==> config.mk <==
export PLATFORM = sky130hd
export DESIGN_NAME = accum_tile_sequencer
export DESIGN_NICKNAME = d
export VERILOG_FILES = /design/src/rtl/accum_tile_sequencer.sv
export SDC_FILE = /design/constraint.sdc
export NUM_CORES = 2
export LEC_CHECK = 0
export CAP_MARGIN = 20
export CORE_ASPECT_RATIO = 0.9
export CORE_MARGIN = 3
export CORE_UTILIZATION = 50
export DETAILED_ROUTE_END_ITERATION = 12
export GPL_TIMING_DRIVEN = 1
export PLACE_DENSITY = 0.73
export SYNTH_ARGS = -nofsm -noshare
export SYNTH_HDL_FRONTEND = slang
export SYNTH_SLANG_ARGS = --single-unit
==> constraint.sdc <==
create_clock -name clk -period 12.9 [get_ports clk]
set_input_delay 1.29 -clock clk [delete_from_list [all_inputs] [get_ports clk]]
set_output_delay 1.29 -clock clk [all_outputs]
set_load 0.01 [all_outputs]
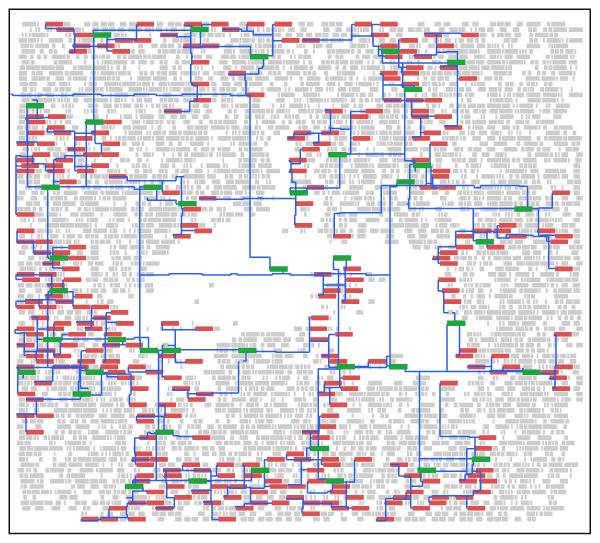
clk_routes.png
Drawn at 2 px/um.
[red] flip-flops | count: 308
[green] clock drivers | count: 41
[blue] clock wires | length: 5130 um
flops lie	spread over the die
routed clock nets	42
P_clk: 1240 uW
clock power share: 17.3%
Fin Clk Skew: 0.0155 ns

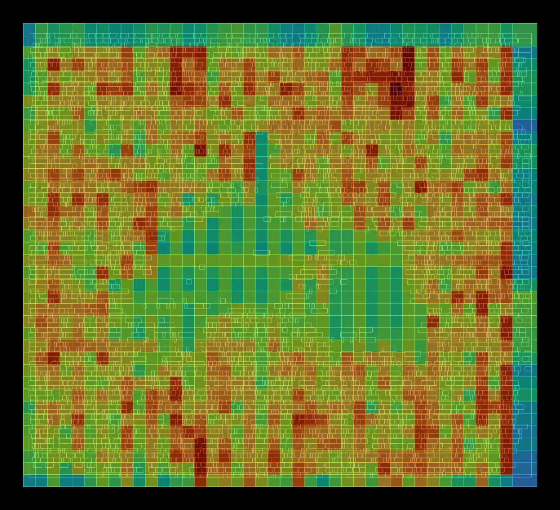
congestion.png
met2 usage: 39.2%
GRT Total Usage: 24.2%

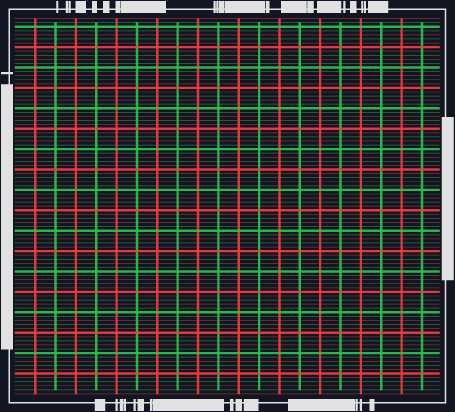
power_grid.png
Drawn at 1.5 px/um. Pins as bars on the die edge.
color	net
red	VSS
green	VDD
met1 rails	93
rows	92
met5 straps	18
signal pins	496
core area: 0.0709 mm2
die width: 290 um
Peak VDD IR: 0.180 mV

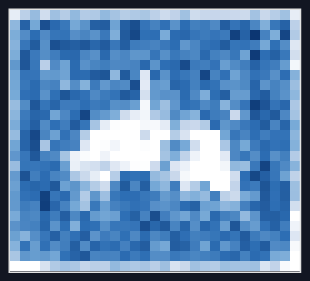
cell_density.png
Drawn at 1 px/um. 29 x 26 tiles, from white (low) to dark blue (high), 0 to 100% covered.
mean over tiles	56%
emptiest ninth of the die	center
fullest tile	98%
tiles over 75% full	22%
nearly empty tiles	6.2%
post-layout util: 61.5%
floorplan core density: 51.1%

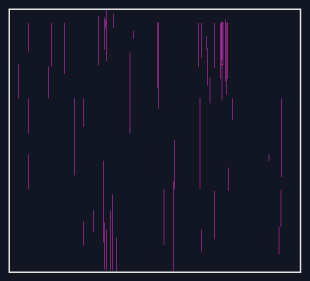
layer_met4.png
Drawn at 1 px/um.
wire length on this layer	2290 um
nets with wire on the layer	40
Via Count: 28000
drt total wl: 90600 um

==> flow_summary.ini <==
; generated from flow reports
[logic_synthesis]
top_cells_by_area = fa_1 24%, dfrtp_1 21%, ha_1 15%
synth_cells = 3954
syn_area_per_cell_um2 = 9.16
most_common_cell = and2_1
ys_seq_share_pct = 21.3
netlist_top_cells_count = 619 x and2_1, 605 x nand2_1, 602 x inv_1, 434 x ha_1, 432 x fa_1
syn-num-nets = 5057
synth_flops = 308
syn_area_mm2 = 0.0362
edf_count = 0
yosysWarnings = 0
async_flop_share_pct = 100
yosys.area.top_type = fa_1
ys.flop_type = dfrtp_1
yosysUniqueCellTypes = 66
ys_cells = 3954
ys_chip_area_mm2 = 0.0362
top_cell_area_share_pct = 23.9

[cells_and_area]
comb_area_mm2 = 0.0260
nonClkBufAreaFrac_pct = 11.6
nFillCells = 6105
num-multi-input-gates = 2968
clock_buffers = 52
nonClockBufferCount = 506
layout.nets = 5530
instances_no_fill = 5399
flop_area_mm2 = 0.00771
seq_cells = 308
largest_reg_flops = 192
comb_share_pct = 59.5
clkCellAreaFrac_pct = 3.32
inverters = 602
drive_gt1_share_pct = 2.29
finish.instance_area_mm2 = 0.0436
antennaDiodeCount = 2
sh_seq_area_pct = 17.7
biggestCellCategory = logic gates
area_delta_synth_final_pct = 20.4

[route]
wl_met2_um = 42100
wl_met3_um = 6040
drc = 0
first_pass_iters = 5
viasPerCell = 5.18
drtIter0Drc = 1225
wl_per_cell_um = 16.8
ant_nets = 0
highest_layer = met4
wl_met1_um = 40200

[final_timing]
setup_tns_ns = 0
timing.fmax_mhz = 176
setup_viol = 0
hold_violations = 0
rsz0062_at_grt = no
fin_crit_ns = 5.68
worstMarginPinSlew_ns = 1.07
report.final.slew_viol_count = 0
min_period_over_period_pct = 44.0
relSlewSlack_pct = 28.2

[worst_setup_path]
cpPeakStageDelay_ns = 0.72
cp_cell_sequence = clkdlybuf4s50_1 -> nand2_1 -> fa_1 -> fa_1 -> inv_1 -> fa_1 -> inv_1 -> fa_1 -> inv_1 -> ha_1 -> o21a_1 -> nor2_1 -> nor3_1 -> a2111oi_0 -> o2bb2ai_1 -> xor2_1 -> o21ai_0
cp.depth = 17
crit_path_frequent_cell = fa_1
cpLargestDelayFamily = adder cells
cp.arrival_ns = 6.11
crit_buf_inv = 4
slowest_stage = a2111oi_0
critPathCaptureType = flop
worstSetupPathType = in2reg
worstRegToRegCells = 9
start_kind = primary input
r2r_slack_ns = 9.76
cp.required_ns = 13.33
cp_max_fo = 8

[pwr]
powerDensity_mw_per_mm2 = 164
leakage_uw = 0.0220
power_uw = 7160

[placement]
dp.cells = 5324
dp_hpwl_um = 72300
gp_congestion = 0.880
placed_cell_area_mm2 = 0.0422
io_buffer_count = 495

[floorplanning]
num_rows = 92
io_pins = 496
n_tap_cell = 940
dieArea_mm2 = 0.0757

[cts]
root_buffer = clkbuf_16
cts_setup_buffers = 0
ctsHoldBuffers = 0
clkLatencyLatePin_ns = 0.58
cts_max_level = 2
cts_buffers = 41
ctsResizeCount = 0
clockBufferDepth = 3
clock-sinks = 308
cts.clk_slew.worst_paths_ns = 0.05
cts_tree = done

[min_path]
hold_class = reg2reg
min_delay_path_depth = 2

[status]
status = complete, no violations

[flow_run]
cap_violations = 0
warning_count = 29

[global_routing]
grt_pass1_vias = 28500
grt_max_degree = 201
grt_antenna_before_repair = 2
grt_overflow = 0
grt_pass1_wl_um = 149000
==> cell families after synthesis <==
kind of cell | Yosys count | share of synthesized area (%)
simple gates | 1436 | 20.0
fa+ha+maj | 866 | 38.9
buf+inv | 678 | 7.16
compound gates | 527 | 9.30
flops | 308 | 21.3
xor+xnor | 127 | 3.07
mux | 12 | 0.366
==> layout by cell type, fill, tap and decap left out, types with 4 or more instances in the layout <==
cell             instances
a2111oi_0                4
a211oi_1                26
a21o_1                  43
a21oi_1                 68
a31oi_1                  8
a32o_1                  34
and2_1                 619
and3_1                  12
buf_4                   10
bufinv_16                7
clkbuf_1                 9
clkbuf_16               41
clkdlybuf4s50_1        495
clkinv_4                 5
dfrtp_1                308
fa_1                   432
ha_1                   434
inv_1                  601
mux2_2                  10
nand2_1                604
nand2b_1                28
nand3_1                 26
nor2_1                  74
nor2b_1                 17
nor3_1                  32
o21a_1                  36
o21ai_0                226
o21bai_1                12
o31a_1                  11
o31ai_1                 14
o41a_1                   4
o41ai_1                  8
or3_1                    4
xnor2_1                 53
xor2_1                  74
==> metrics by stage <==
stage | setup WS, ns | hold WS [ns]
global placement | 6.73 | 0.447
detailed placement | 6.67 | 0.448
floorplan | 3.09 | 0.439
CTS | 7.26 | 0.461
global route | 6.97 | 0.491
finish | 7.22 | 0.460
==> routing by layer <==
layer | vias to the layer above | GRT usage (%)
met5 | - | 0
met4 | 0 | 6.46
li1 | 13500 | -
met3 | 109 | 5.07
met2 | 636 | 39.2
met1 | 13700 | 33.2
==> power breakdown <==
group          internal [uW]  switching [uW]
clock network            751             488
logic                   1990            2370
registers               1330             234
total                   4070            3090
Power figures rest on the tool's default switching activity, not on a simulated workload.
